**src/rtl/deframe_pkg.sv**
```systemverilog
// Shared types and constants for the serial frame deframer.
// Holds the capture state enum and the byte width.
package deframe_pkg;

   typedef enum logic {
      IDLE    = 1'b0,
      PAYLOAD = 1'b1
   } state_t;

   localparam int BYTE_W = 8;

endpackage

```
**src/rtl/frame_deframer_if.sv**
```systemverilog
// Byte output stream of the deframer (valid/ready plus last marker).
// master: dout, dout_valid, dout_last out; dout_ready in. slave: mirror.
interface frame_deframer_if;
   import deframe_pkg::*;

   logic [BYTE_W-1:0] dout;
   logic              dout_valid;
   logic              dout_ready;
   logic              dout_last;

   modport master (
      output dout,
      output dout_valid,
      output dout_last,
      input  dout_ready
   );

   modport slave (
      input  dout,
      input  dout_valid,
      input  dout_last,
      output dout_ready
   );

endinterface

```
**src/rtl/deframe_out_reg.sv**
```systemverilog
// Single-entry output holding register with valid/ready handshake.
// Ports: clk, rst, push/push_data/push_last in, dout_ready in;
// dout, dout_valid, dout_last, overflow (1-cycle pulse) out.
module deframe_out_reg
   import deframe_pkg::*;
(
   input  logic              clk,
   input  logic              rst,
   input  logic              push,
   input  logic [BYTE_W-1:0] push_data,
   input  logic              push_last,
   input  logic              dout_ready,
   output logic [BYTE_W-1:0] dout,
   output logic              dout_valid,
   output logic              dout_last,
   output logic              overflow
);

   logic accept;

   assign accept = dout_valid & dout_ready;

   always_ff @(posedge clk) begin
      if (rst) begin
         dout       <= '0;
         dout_valid <= 1'b0;
         dout_last  <= 1'b0;
         overflow   <= 1'b0;
      end else begin
         overflow <= 1'b0;
         if (push && dout_valid && !dout_ready) begin
            // held byte still pending: new byte is lost
            overflow <= 1'b1;
         end else if (push) begin
            dout       <= push_data;
            dout_valid <= 1'b1;
            dout_last  <= push_last;
         end else if (accept) begin
            dout_valid <= 1'b0;
            dout_last  <= 1'b0;
         end
      end
   end

endmodule

```
**src/rtl/frame_deframer.sv**
```systemverilog
// Captures PAYLOAD_BYTES bytes MSB-first after a sync-flag rising edge.
// Ports: clk, rst, din, flag in; out_if (byte stream master);
// frame_abort (resync pulse) and overflow (dropped byte pulse) out.
module frame_deframer
   import deframe_pkg::*;
#(
   parameter int PAYLOAD_BYTES = 4,
   parameter bit RESYNC_EN     = 1'b1
) (
   input  logic              clk,
   input  logic              rst,
   input  logic              din,
   input  logic              flag,
   frame_deframer_if.master  out_if,
   output logic              frame_abort,
   output logic              overflow
);

   localparam logic [7:0] LAST_IDX = 8'(PAYLOAD_BYTES - 1);

   state_t            state;
   logic              flag_q;
   logic [2:0]        bit_cnt;
   logic [7:0]        byte_cnt;
   logic [BYTE_W-2:0] shreg;

   logic              sync_hit;
   logic              byte_done;
   logic              last_byte;
   logic              resync;
   logic              start;
   logic              push;
   logic [BYTE_W-1:0] push_data;

   always_comb begin
      sync_hit  = flag & ~flag_q;
      byte_done = (state == PAYLOAD) && (bit_cnt == 3'd7);
      last_byte = byte_done && (byte_cnt == LAST_IDX);
      // a sync on the final bit closes the frame cleanly instead
      resync    = RESYNC_EN && (state == PAYLOAD)
                  && sync_hit && !last_byte;
      start     = sync_hit
                  && ((state == IDLE) || resync || last_byte);
      push      = byte_done && !resync;
      push_data = {shreg, din};
   end

   always_ff @(posedge clk) begin
      if (rst) begin
         state       <= IDLE;
         flag_q      <= 1'b0;
         bit_cnt     <= '0;
         byte_cnt    <= '0;
         shreg       <= '0;
         frame_abort <= 1'b0;
      end else begin
         flag_q      <= flag;
         frame_abort <= 1'b0;
         if (start) begin
            state       <= PAYLOAD;
            shreg       <= {{(BYTE_W-2){1'b0}}, din};
            bit_cnt     <= 3'd1;
            byte_cnt    <= '0;
            frame_abort <= resync;
         end else if (state == PAYLOAD) begin
            shreg   <= {shreg[BYTE_W-3:0], din};
            bit_cnt <= bit_cnt + 3'd1;
            if (byte_done) begin
               byte_cnt <= byte_cnt + 8'd1;
               if (last_byte) begin
                  state <= IDLE;
               end
            end
         end
      end
   end

   deframe_out_reg u_out (
      .clk        (clk),
      .rst        (rst),
      .push       (push),
      .push_data  (push_data),
      .push_last  (last_byte),
      .dout_ready (out_if.dout_ready),
      .dout       (out_if.dout),
      .dout_valid (out_if.dout_valid),
      .dout_last  (out_if.dout_last),
      .overflow   (overflow)
   );

endmodule

```
**src/flat_wrapper.sv**
```systemverilog
// flat-port wrapper written by rule: the top's interface ports become plain ports
module frame_deframer_flat import deframe_pkg::*;
#(
   parameter int PAYLOAD_BYTES = 4,
   parameter bit RESYNC_EN     = 1'b1
)
  (clk, rst, din, flag, frame_abort, overflow, out_if_dout, out_if_dout_valid, out_if_dout_last, out_if_dout_ready);
  frame_deframer_if out_if_i ();
  input  logic clk;
  input  logic rst;
  input  logic din;
  input  logic flag;
  output logic frame_abort;
  output logic overflow;
  output wire logic [$bits(out_if_i.dout)-1:0] out_if_dout;
  output wire logic [$bits(out_if_i.dout_valid)-1:0] out_if_dout_valid;
  output wire logic [$bits(out_if_i.dout_last)-1:0] out_if_dout_last;
  input wire logic [$bits(out_if_i.dout_ready)-1:0] out_if_dout_ready;
  assign out_if_dout = out_if_i.dout;
  assign out_if_dout_valid = out_if_i.dout_valid;
  assign out_if_dout_last = out_if_i.dout_last;
  assign out_if_i.dout_ready = out_if_dout_ready;
  frame_deframer #(.PAYLOAD_BYTES(PAYLOAD_BYTES), .RESYNC_EN(RESYNC_EN)) u_core (.clk(clk), .rst(rst), .din(din), .flag(flag), .out_if(out_if_i), .frame_abort(frame_abort), .overflow(overflow));
endmodule
```
**config.mk**
```make
export PLATFORM = sky130hd
export DESIGN_NAME = frame_deframer_flat
export DESIGN_NICKNAME = d
export VERILOG_FILES = /design/src/rtl/deframe_pkg.sv /design/src/rtl/frame_deframer_if.sv /design/src/rtl/deframe_out_reg.sv /design/src/rtl/frame_deframer.sv /design/src/flat_wrapper.sv
export SDC_FILE = /design/constraint.sdc
export NUM_CORES = 1
export LEC_CHECK = 0
export CAP_MARGIN = 20
export CORE_ASPECT_RATIO = 1.25
export CORE_UTILIZATION = 28
export CTS_CLUSTER_DIAMETER = 50
export DETAILED_ROUTE_END_ITERATION = 6
export SYNTH_ARGS = -nofsm -noshare
export SYNTH_HDL_FRONTEND = slang
export SYNTH_SLANG_ARGS = --single-unit
```
**constraint.sdc**
```tcl
create_clock -name clk -period 1.4 [get_ports clk]
set_input_delay 0.42 -clock clk [delete_from_list [all_inputs] [get_ports clk]]
set_output_delay 0.42 -clock clk [all_outputs]
set_load 0.02 [all_outputs]
```
==> flow_summary_export.csv, run 1 <==
group,metric,value,unit
critical_path,arrival,1540,ps
flow_run,warnings,27,
timing,max_freq,0.734,GHz
timing,slew_viol_final,0,
grt,grt_pass1_vias,1115,
finish,lay_top_count,"dfxtp_1",
critical_path,cpMostUsedCell,"ha_4",
power_and_ir_drop,p_switching,0.394,mW
power_and_ir_drop,combPwrFrac,0.070,
timing,finalSetupTns,0,ps
grt,grt_pass1_wl,4730,µm
grt,grt_usage,0.125,
finish,nNetsFinal,174,
finish,antennaDiodeCount,0,
critical_path,reg2regPathDepth,7,
placement,hpwl,1940,µm
clock_network,clockBufferDepth,2,
timing,worst_pin_slew,345,ps
floorplan,io-pin-count,17,
yosys,yosysChipArea,1300,µm²
critical_path,cp_slowest_cell,"dfxtp_2",
critical_path,crit_chain,"ha_4, ha_4, and2_4, buf_12, buf_4, mux2i_1, nor2_1",
detailed_routing,ant_nets,0,
critical_path,cpPeakStageDelay,340,ps
grt,grt_antenna_before_repair,0,
floorplan,die_h,78.2,µm
placement,dp_slack,-346,ps
yosys,xor_area_frac,0.0539,
critical_path,cp_max_fo,5,
detailed_routing,drt_iter0_markers,47,
floorplan,die_area,4920,µm²
critical_path,worst-setup-path-type,"reg -> reg",
clock_network,ctsRootBufferMaster,"clkbuf_8",
detailed_routing,first_pass_iters,2,
yosys,simple_gate_share,0.209,
yosys,synth_seq_share,0.493,
worst_hold_path,hold_class,"reg -> reg",
critical_path,crit_path_end_kind,"register",
power_and_ir_drop,clock_power_share,0.406,
critical_path,cp-start-kind,"register",
floorplan,std_cell_rows,27,
yosys,logic_family,"simple AND/OR/NAND/NOR gates",
clock_network,htreeDepth,2,
worst_hold_path,hold_path_end,"u_core.u_out.dout[7]$_SDFFE_PP0P_",
worst_hold_path,min_path_cells,2,
power_and_ir_drop,seq_power_share,0.524,
clock_network,cts_sinks,32,
timing,period_minus_slack,1360,ps
power_and_ir_drop,intPower,1.39,mW
timing,rsz0062_at_grt,"yes",
flow_run,cap_violations,0,
clock_network,numCtsBuffers,5,
clock_network,path_clk_slew,70,ps
yosys,muxShareOfSynthArea,0.0693,
yosys,numSynthFlops,32,
finish,nFillCells,433,
critical_path,rrSetupSlack,40,ps
power_and_ir_drop,design_power_total,1.78,mW
floorplan,dieWidth,62.9,µm
critical_path,worstReg2RegStart,"u_core.bit_cnt[1]$_SDFFE_PP0P_",
status,status,"complete, no violations",
placement,place.gp.congestion,0.789,
yosys,syn-cell-area,1300,µm²
yosys,ys_types,28,
yosys,syn_nets,144,
detailed_routing,wl_per_cell,12.0,µm
power_and_ir_drop,p_per_area,987,nW/µm²
critical_path,r2r_end,"u_core.byte_cnt[1]$_SDFFE_PP0P_",
yosys,synth_stat.cells,136,
critical_path,critPathBufInv,2,
detailed_routing,drc,0,
floorplan,core-area,4430,µm²
placement,place_area,1630,µm²
yosys,synth.avg_cell_area,9.56,µm²
detailed_routing,vias_per_cell,4.61,
yosys,aoi_share,0.116,
clock_network,cts_tree,"yes",
finish,drive_above_1_share,0.269,
power_and_ir_drop,power_leakage,0.680,nW
timing,setup_ws,37.2,ps
timing,period_used_share,0.973,
timing,hold_viol,0,
timing,finalSetupViolCount,0,
==> run 1: cells by family after synthesis <==
group                      count (synthesis)
adders and majority gates                  3
AOI/OAI and AO/OA                         25
and+or+nand+nor                           51
muxes                                      9
DFF                                       32
xor gates and xnor gates                   8
buffers and inverters                      8
==> run 1: registers in the layout (all words and copies together) (netlist names) <==
name                     flops
u_core.bit_cnt               3
u_core.byte_cnt              8
u_core.flag_q                1
u_core.frame_abort           1
u_core.shreg                 7
u_core.state                 1
u_core.u_out.dout            8
u_core.u_out.dout_last       1
u_core.u_out.dout_valid      1
u_core.u_out.overflow        1
==> run 1: power groups by stage <==
stage	clock (mW)	combinational, mW	sequential (mW)
after global routing	0.792	0.136	0.933
after floorplan	0	0.0659	0.949
after CTS	0.747	0.122	0.930
after global placement	0	0.109	0.949
after detailed placement	0	0.114	0.949
final	0.722	0.125	0.933
==> run 1: routing by layer <==
layer  vias up  track usage  part of all wire
met5         -            0                 0
met4         0       0.0767             0.026
met3         6       0.0407             0.032
met2        17        0.231              0.56
met1       486        0.118              0.38
li1        529            -                 -
==> run 1: synthesized netlist by cell type, drive strengths merged <==
library cell	number	area (µm²)
nand4	2	12.5
nor2	17	63.8
a21oi	14	73.8
clkbuf	3	11.3
ha	3	37.5
nand2b	4	25.0
nand3b	1	7.51
and3	4	26.3
a31o	1	17.5
a31oi	1	12.5
xnor2	3	26.3
buf	5	27.5
or2b	1	8.76
o21ai	8	40.0
and2	2	12.5
mux2i	9	90.1
dfxtp	32	641
nand2	6	22.5
xor2	5	43.8
nor3	2	15.0
nor4	1	21.3
o211ai	1	7.51
nand3	10	50.1
nor2b	1	6.26
==> run 1: final cells by class <==
| type | count | area [µm²] | share of cell area |
|---|---|---|---|
| timing repair buffer | 31 | 284 | 0.158 |
| multi-input combinational | 96 | 712 | 0.395 |
| sequential | 32 | 644 | 0.357 |
| clock buffer | 8 | 90.1 | 0.0500 |
| tap | 58 | 72.6 | 0.0402 |
==> run 1: what timing repair did <==
item | in CTS | in global routing
gates cloned | 0 | 0
pin swaps | 2 | 8
endpoints found under the setup margin | 29 | 18
resized | 24 | 16
buffers inserted | 0 | 1
==> run 1: worst reg2reg max path: stages (launching register included) <==
cell and delay (ps):
dfxtp_2 340, ha_4 160, ha_4 150, and2_4 160, buf_12 130, buf_4 130, mux2i_1 140, nor2_1 60
==> run 1: how the worst max path moves through the flow <==
stage                     slack [ps]                                 to  cells after the start                            startpoint
after global placement          -300  u_core.u_out.dout[4]$_SDFFE_PP0P_                      5                                  flag
after global routing             -50    u_core.byte_cnt[7]$_SDFFE_PP0P_                      7        u_core.bit_cnt[0]$_SDFFE_PP0P_
after CTS                          8                  out_if_dout_valid                      1  u_core.u_out.dout_valid$_SDFFE_PP0P_
after floorplan                   10  u_core.u_out.dout[0]$_SDFFE_PP0P_                      8        u_core.bit_cnt[0]$_SDFFE_PP0P_
final                             40    u_core.byte_cnt[1]$_SDFFE_PP0P_                      7        u_core.bit_cnt[1]$_SDFFE_PP0P_
after detailed placement        -350  u_core.u_out.dout[4]$_SDFFE_PP0P_                      5                                  flag
Run 1, layout detail:
Region (19, 27) to (44, 52) µm. Cells in grey, sequential cells in the stronger grey; small squares are vias.
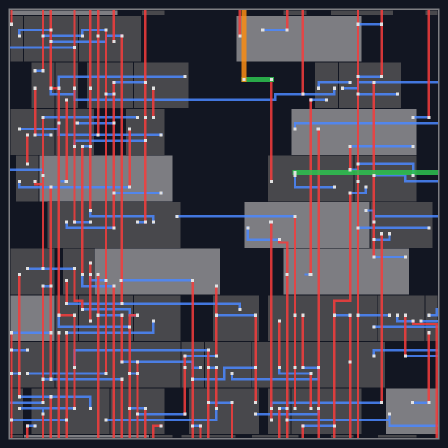
[M3] green
[M4] orange
[M1] blue
[M2] red
most frequent: nor2_1 (8), dfxtp_1 (5)
cells with their middle in the window: 42
netlist names of flops here include: u_core.shreg (4), u_core.byte_cnt (2)
sequential cells in the window: 6

Run 1, metal 2:
Scale: 4 px per µm.
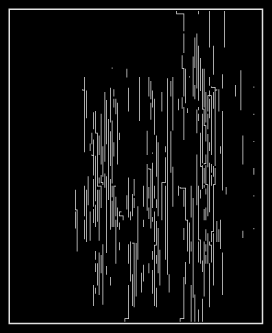
share of all routed wire: 56%
longest straight run: 49.0 µm
routed via count: 1,038
drt total wl: 2710 µm
grt met2 use: 0.231

Run 1, register map, names as in the netlist:
Scale: 4 px per µm. Other sequential cells in the stronger grey, the rest of the logic in the fainter grey.
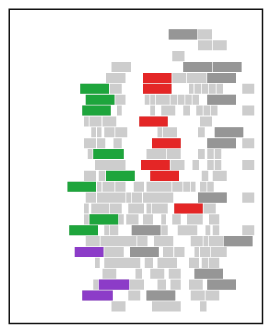
[u_core.bit_cnt] purple | placed flops: 3
[u_core.shreg] red | placed flops: 7
[u_core.byte_cnt] green | placed flops: 8
not coloured: 14
Seq area share: 0.357
Seq power: 0.933 mW
register area: 644 µm²
fin util: 0.407

Run 1, cells by drive strength:
Scale: 6 px per µm.
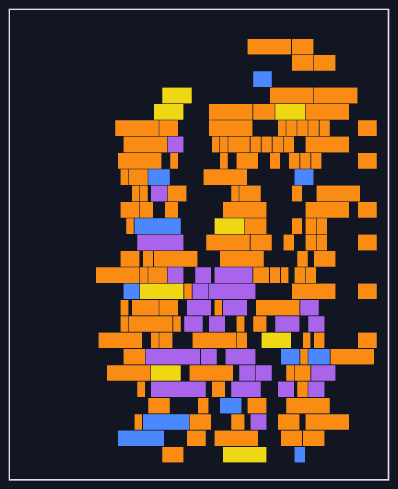
[x2] blue | cells: 11 | share: 6.6%
[x6 and larger] yellow | cells: 8 | share: 4.8% | most used: clkbuf_8
[x3 and x4] purple | cells: 26 | share: 16% | most used: buf_4
[x1 and smaller] orange | cells: 122 | share: 73% | most used: dfxtp_1
Layout Cell Area excl Fill: 1800 µm²
Non-clk bufs: 31
area delta synth->final: 38.7%

Run 1, routing congestion:
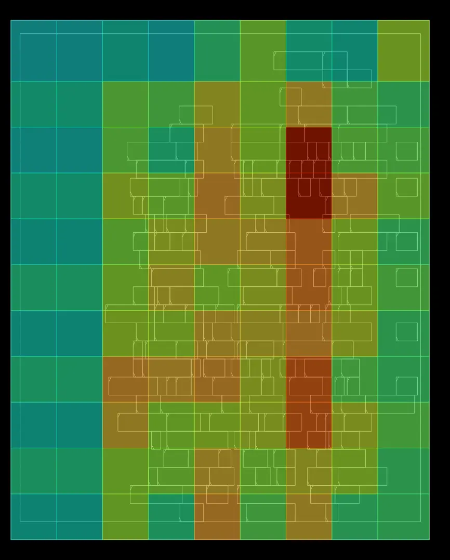

==> inputs of run 2 (changes only) <==
Settings changed: CAP_MARGIN 20 to default, CORE_MARGIN from default to 10.
Run 2, routing congestion:
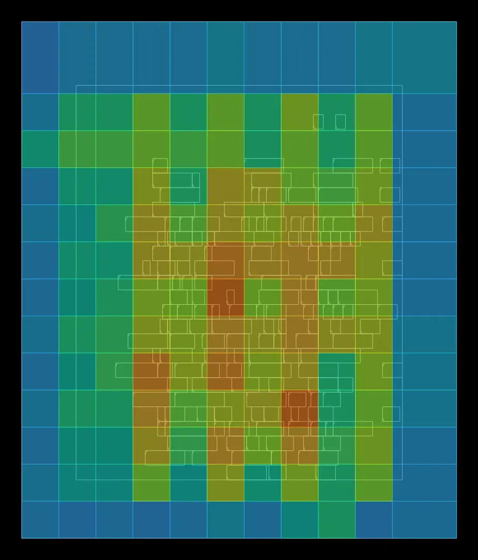
WL per Instance: 11.8 µm
fin util: 0.410
busiest layer in global routing: met2
grt met2 use: 0.133

Run 2, register map, names as in the netlist:
Scale: 4 px per µm. Other sequential cells in the stronger grey, the rest of the logic in the fainter grey.
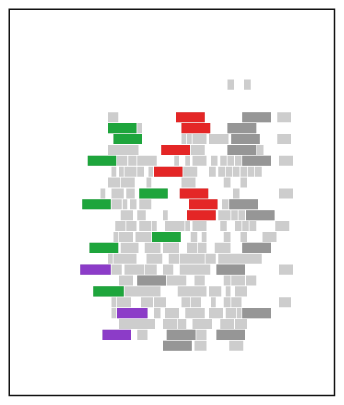
Seq power: 0.931 mW
Seq area share: 0.352

==> flow_summary_export.csv, run 2 <==
group,metric,value,unit
finish,top_regs,"u_core.byte_cnt (8), u_core.u_out.dout (8), u_core.shreg (7)",
finish,drive_above_1_share,0.292,
placement,hpwl,2060,µm
worst_hold_path,hold_path_end,"u_core.u_out.dout[7]$_SDFFE_PP0P_",
yosys,synthFlopType,"dfxtp_1",
placement,dp_slack,-363,ps
timing,worst_pin_slew,351,ps
detailed_routing,drt_iter0_markers,23,
yosys,ys_sh_adder,0.0289,
yosys,async_flop_share,0,
grt,grt_overflow,0,
critical_path,r2r_end,"u_core.byte_cnt[0]$_SDFFE_PP0P_",
clock_network,cts_tree,"yes",
yosys,yosys_warnings,0,
grt,grt_antenna_before_repair,0,
yosys,synth.avg_cell_area,9.56,µm²
floorplan,std_cell_rows,27,
finish,lay_top_cells,"dfxtp_1, nor2_1, buf_4, a21oi_1",
timing,setup_ws,30.8,ps
yosys,yosysChipArea,1300,µm²
placement,io_buffers,16,
floorplan,io-pin-count,17,
timing,rsz0062_at_grt,"yes",
floorplan,core-area,4460,µm²
worst_hold_path,min_path_cells,2,
detailed_routing,first_pass_iters,4,
timing,slew_viol_final,0,
yosys,top_cell_area_share,0.493,
clock_network,cts.hold.buffers_added,0,
critical_path,worstReg2RegStart,"u_core.bit_cnt[0]$_SDFFE_PP0P_",
yosys,xor_area_frac,0.0539,
timing,period_minus_slack,1370,ps
yosys,synth_stat.cells,136,
placement,place_area,1630,µm²
grt,grt_max_degree,17,
critical_path,critPathBufInv,1,
finish,final_area,1830,µm²
worst_hold_path,min_from,"u_core.shreg[6]$_SDFFE_PP0P_",
critical_path,crit_required,980,ps
yosys,netlist_top_cells_count,"dfxtp_1, nor2_1, a21oi_1",
clock_network,htreeDepth,2,
critical_path,cp_max_fo,2,
clock_network,ctsRootBufferMaster,"clkbuf_8",
finish,nFillCells,462,
critical_path,worst-setup-path-type,"reg -> out",
power_and_ir_drop,design_power_total,1.93,mW
worst_hold_path,hold_class,"reg -> reg",
detailed_routing,postRouteWirelength,2660,µm
placement,dp_cells,217,
timing,period_used_share,0.978,
yosys,logic_family,"simple AND/OR/NAND/NOR gates",
clock_network,cts_sinks,32,
timing,slew_headroom,0.765,
grt,grt_usage,0.0749,
power_and_ir_drop,p_per_area,1060,nW/µm²
yosys,numSynthFlops,32,
floorplan,die_area,7790,µm²
clock_network,clockBufferDepth,2,
yosys,aoi_share,0.116,
critical_path,arrival,950,ps
detailed_routing,vias_per_cell,4.59,
floorplan,dieWidth,80.9,µm
timing,max_freq,0.730,GHz
grt,grt_pass1_vias,1032,
yosys,top_cells_by_area,"dfxtp_1, mux2i_1, a21oi_1, nor2_1, nand3_1",
critical_path,reg2regPathDepth,7,
placement,place.gp.congestion,0.770,
detailed_routing,drc,0,
grt,grt_pass1_wl,4500,µm
timing,hold_viol,0,
power_and_ir_drop,peakVddDrop,0.458,mV
detailed_routing,ant_nets,0,
flow_run,warnings,28,
yosys,synth-edff-count,0,
critical_path,cpPeakStageDelay,340,ps
power_and_ir_drop,power_leakage,0.680,nW
yosys,ys_types,28,
critical_path,rrSetupSlack,50,ps
critical_path,cp-start-kind,"register",
yosys,largest_area_cell,"dfxtp_1",
timing,fin_skew,4.06,ps
critical_path,path_delay_family,"buffers and inverters",
finish,layout.cells.non_filler,226,
yosys,syn-cell-area,1300,µm²
critical_path,cp_slowest_cell,"dlygate4sd2_1",
finish,antennaDiodeCount,0,
yosys,top_cell,"dfxtp_1",
yosys,syn_nets,144,
critical_path,crit_path_end_kind,"output port",
finish,lay_top_count,"dfxtp_1",
detailed_routing,vias,1038,
yosys,simple_gate_share,0.209,
clock_network,worstSkewPairLatency,280,ps
status,status,"complete, no violations",
finish,nNetsFinal,175,
yosys,syn_inst,136,
flow_run,cap_violations,0,
floorplan,die_h,96.2,µm
yosys,synth_seq_share,0.493,
yosys,muxShareOfSynthArea,0.0693,
clock_network,numCtsBuffers,5,
timing,finalSetupViolCount,0,
floorplan,initCoreUtil,0.292,
finish,area_growth,40.6,%
clock_network,path_clk_slew,70,ps
critical_path,crit_chain,"dlygate4sd2_1",
==> run 2: cell counts after synthesis <==
Identical to the previous run, type by type.
==> run 2: cell type report <==
type | instances | area, µm² | share of cell area
multi-input combinational | 96 | 713 | 0.390
sequential | 32 | 644 | 0.352
timing repair buffer | 32 | 287 | 0.157
tap | 58 | 72.6 | 0.0397
clock buffer | 5 | 68.8 | 0.0376
clock inverter | 3 | 42.5 | 0.0233
==> run 2: repair_timing <==
action	CTS	global route
hold endpoints to repair	0	0
pin swaps	3	5
setup endpoints to repair	28	24
buffers inserted	0	1
gates cloned	0	0
gates resized	27	22
==> run 2: power breakdown <==
| part | leakage (nW) | switching (mW) | internal (mW) |
|---|---|---|---|
| logic | 0.366 | 0.0602 | 0.0624 |
| clock network | 0.0541 | 0.350 | 0.526 |
| registers | 0.260 | 0.00856 | 0.923 |
| total | 0.680 | 0.419 | 1.51 |
==> run 2: cells by family after synthesis <==
| family | count (synthesis) |
|---|---|
| AND-OR/OR-AND | 25 |
| XOR/XNOR | 8 |
| adder cells (fa/ha/maj) | 3 |
| buffers and inverters | 8 |
| flip-flops | 32 |
| multiplexers | 9 |
| AND/OR/NAND/NOR | 51 |
==> run 2: per-layer routing <==
| layer | track usage | vias up | routed length [µm] |
|---|---|---|---|
| met3 | 0.0299 | 6 | 159 |
| met4 | 0.0477 | 0 | 75 |
| met5 | 0 | - | 0 |
| met1 | 0.0701 | 487 | 1030 |
| li1 | - | 531 | - |
| met2 | 0.133 | 14 | 1400 |
==> run 2: worst max path at each step <==
stage	startpoint	to	slack, ps	cells after the start
after floorplan	u_core.bit_cnt[0]$_SDFFE_PP0P_	u_core.u_out.dout[0]$_SDFFE_PP0P_	10	8
after CTS	u_core.byte_cnt[2]$_SDFFE_PP0P_	u_core.u_out.dout[2]$_SDFFE_PP0P_	-2	4
after global routing	u_core.byte_cnt[5]$_SDFFE_PP0P_	u_core.u_out.dout[2]$_SDFFE_PP0P_	-6	5
final	u_core.u_out.dout_last$_SDFFE_PP0P_	out_if_dout_last	30	1
after detailed placement	flag	u_core.u_out.dout[2]$_SDFFE_PP0P_	-360	5
after global placement	flag	u_core.u_out.dout[4]$_SDFFE_PP0P_	-280	5
==> run 2: per-stage QoR <==
stage,TNS [ps],hold slack (ps),utilization
floorplan,0,443,-
global placement,-6380,466,0.365
detailed placement,-6650,472,0.365
CTS,-2.40,484,0.399
global route,-6.82,510,0.410
finish,0,481,0.410
Run 2, metal 2:
Scale: 4 px per µm.
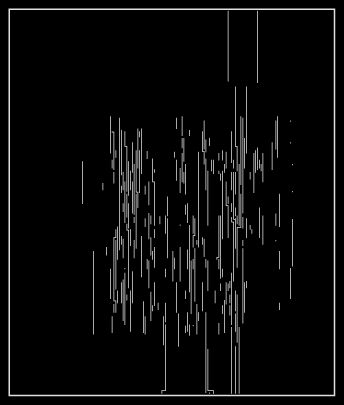

==> inputs of run 3 (changes only) <==
Settings changed: SLEW_MARGIN from default to 20.
Clock period 1.4 ns to 1.1 ns, I/O delays scaled along.
Run 3, metal 2:
Scale: 4 px per µm.
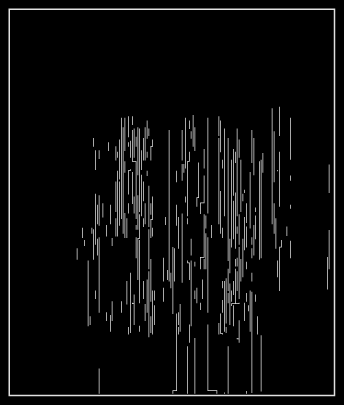
main direction: vertical
share of all routed wire: 56%
nets with wire on the layer: 159
wire length on this layer: 1,660 µm
longest straight run: 37.7 µm
grt met2 use: 0.153
routed via count: 1,088
drt total wl: 2970 µm

==> flow_summary_export.csv, run 3 <==
group,metric,value,unit
yosys,top_cell,"dfxtp_1",
yosys,synth-edff-count,0,
floorplan,die_h,96.2,µm
clock_network,numCtsBuffers,5,
finish,nNetsFinal,183,
detailed_routing,vias_per_cell,4.65,
grt,grt_pass1_vias,1075,
yosys,simple_gate_share,0.209,
grt,grt_overflow,0,
floorplan,die_area,7790,µm²
floorplan,core-area,4460,µm²
yosys,synth_stat.cells,136,
worst_hold_path,hold_path_end,"u_core.u_out.dout[7]$_SDFFE_PP0P_",
timing,hold_viol,0,
yosys,yosys_warnings,0,
clock_network,ctsRootBufferMaster,"clkbuf_8",
critical_path,crit_chain,"ha_4, ha_4, and2_4, and2_4, nand3_2, a21oi_1",
yosys,netlist_top_cells_count,"dfxtp_1, nor2_1, a21oi_1",
finish,area_growth,53.4,%
power_and_ir_drop,design_power_total,2.45,mW
yosys,async_flop_share,0,
yosys,aoi_share,0.116,
timing,max_freq,0.759,GHz
yosys,top_cell_area_share,0.493,
timing,slew_viol_final,0,
critical_path,cpPeakStageDelay,350,ps
clock_network,clockBufferDepth,2,
flow_run,cap_violations,0,
timing,worst_pin_slew,350,ps
yosys,numSynthFlops,32,
floorplan,dieWidth,80.9,µm
finish,final_area,1990,µm²
clock_network,path_clk_slew,70,ps
yosys,syn_inst,136,
critical_path,cp-start-kind,"register",
critical_path,rrSetupSlack,-220,ps
critical_path,path_delay_family,"simple AND/OR/NAND/NOR gates",
floorplan,initCoreUtil,0.292,
detailed_routing,drt_iter0_markers,25,
yosys,synth.avg_cell_area,9.56,µm²
timing,rsz0062_at_grt,"yes",
placement,place_area,1730,µm²
timing,finalSetupTns,-3630,ps
critical_path,arrival,1520,ps
yosys,logic_family,"simple AND/OR/NAND/NOR gates",
finish,top_regs,"u_core.byte_cnt (8), u_core.u_out.dout (8), u_core.shreg (7)",
critical_path,crit_path_end_kind,"register",
timing,finalSetupViolCount,21,
yosys,ys_sh_adder,0.0289,
critical_path,critPathBufInv,0,
critical_path,crit_required,1310,ps
finish,antennaDiodeCount,0,
critical_path,reg2regPathDepth,6,
power_and_ir_drop,peakVddDrop,0.792,mV
placement,hpwl,2300,µm
finish,lay_top_cells,"buf_4, dfxtp_1, nor2_1",
clock_network,cts_sinks,32,
finish,nFillCells,458,
yosys,largest_area_cell,"dfxtp_1",
timing,whs,475,ps
finish,seqCellArea,658,µm²
clock_network,cts.hold.buffers_added,0,
timing,fin_skew,4.27,ps
status,status,"finished with violations",
floorplan,io-pin-count,17,
timing,setup_ws,-218,ps
timing,period_minus_slack,1320,ps
yosys,xor_area_frac,0.0539,
timing,period_used_share,1.20,
yosys,syn-cell-area,1300,µm²
clock_network,worstSkewPairLatency,280,ps
placement,dp_slack,-610,ps
critical_path,cp_max_fo,8,
yosys,syn_nets,144,
critical_path,r2r_end,"u_core.u_out.dout[6]$_SDFFE_PP0P_",
yosys,top_cells_by_area,"dfxtp_1, mux2i_1, a21oi_1, nor2_1, nand3_1",
status,violations,"setup timing",
yosys,ys_types,28,
grt,grt_pass1_wl,4840,µm
yosys,synthFlopType,"dfxtp_1",
flow_run,warnings,29,
critical_path,worst-setup-path-type,"reg -> reg",
clock_network,htreeDepth,2,
worst_hold_path,hold_class,"reg -> reg",
finish,lay_top_count,"buf_4",
floorplan,std_cell_rows,27,
placement,io_buffers,16,
grt,grt_antenna_before_repair,0,
critical_path,cp_slowest_cell,"dfxtp_2",
finish,drive_above_1_share,0.511,
worst_hold_path,min_path_cells,2,
timing,slew_headroom,0.766,
worst_hold_path,min_from,"u_core.shreg[6]$_SDFFE_PP0P_",
detailed_routing,ant_nets,0,
detailed_routing,drc,0,
clock_network,cts_tree,"yes",
critical_path,worstReg2RegStart,"u_core.bit_cnt[1]$_SDFFE_PP0P_",
placement,dp_cells,221,
finish,comb_area,792,µm²
Run 3, routing congestion:
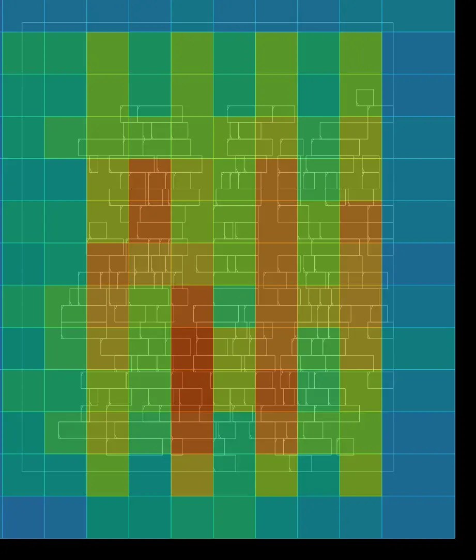
WL per Instance: 12.7 µm
GR Util All Layers: 0.0811
GR Util met1: 0.0748
Global Route met3 Usage: 0.0271
fin util: 0.447

-- run 3: cell counts after synthesis --
No cell type changed its count.
-- run 3: cells by family after synthesis --
family / Yosys count
compound gates: 25
xor+xnor: 8
fa+ha+maj: 3
buf+inv: 8
flops: 32
mux: 9
simple gates: 51
-- run 3: report_power, final --
group | internal (mW) | switching [mW] | total (mW)
clock | 0.670 | 0.436 | 1.11
sequential | 1.17 | 0.0116 | 1.18
combinational | 0.0816 | 0.0835 | 0.165
-- run 3: how the worst max path moves through the flow --
stage                                    from                                end  slack [ps]  depth (start not counted)
2_1_floorplan  u_core.bit_cnt[0]$_SDFFE_PP0P_  u_core.u_out.dout[0]$_SDFFE_PP0P_        -250                          8
3_3_place_gp                             flag  u_core.u_out.dout[4]$_SDFFE_PP0P_        -500                          5
3_5_place_dp                             flag  u_core.u_out.dout[3]$_SDFFE_PP0P_        -610                          5
4_1_cts        u_core.bit_cnt[1]$_SDFFE_PP0P_      u_core.frame_abort$_SDFF_PP0_        -220                          6
5_1_grt        u_core.bit_cnt[1]$_SDFFE_PP0P_  u_core.u_out.dout[2]$_SDFFE_PP0P_        -270                          6
6_report       u_core.bit_cnt[1]$_SDFFE_PP0P_  u_core.u_out.dout[6]$_SDFFE_PP0P_        -220                          6
-- run 3: area by class of cell --
cell class                 count  share of cell area
multi-input combinational     96               0.397
clock inverter                 3              0.0213
tap                           58              0.0364
clock buffer                   5              0.0345
sequential                    32               0.330
timing repair buffer          40               0.181
-- run 3: metal layers --
layer / vias to the layer above / share of wire / global-route usage
met3: 2 / 0.040 / 0.0271
met5: - / 0 / 0
met4: 0 / 0.012 / 0.0434
met2: 17 / 0.56 / 0.153
met1: 523 / 0.39 / 0.0748
li1: 546 / - / -
-- run 3: what timing repair did --
item	4_1_cts	5_1_grt
pin swaps	12	8
endpoints found under the hold margin	0	0
buffers inserted	3	2
gates cloned	0	0
endpoints found under the setup margin	42	31
gates resized	85	20
-- run 3: worst reg2reg max path, stage by stage, from the launching register on --
cell,delay [ps]
dfxtp_2,350
ha_4,140
ha_4,120
and2_4,200
and2_4,230
nand3_2,80
a21oi_1,130
Power is estimated from default activity; no workload was simulated.
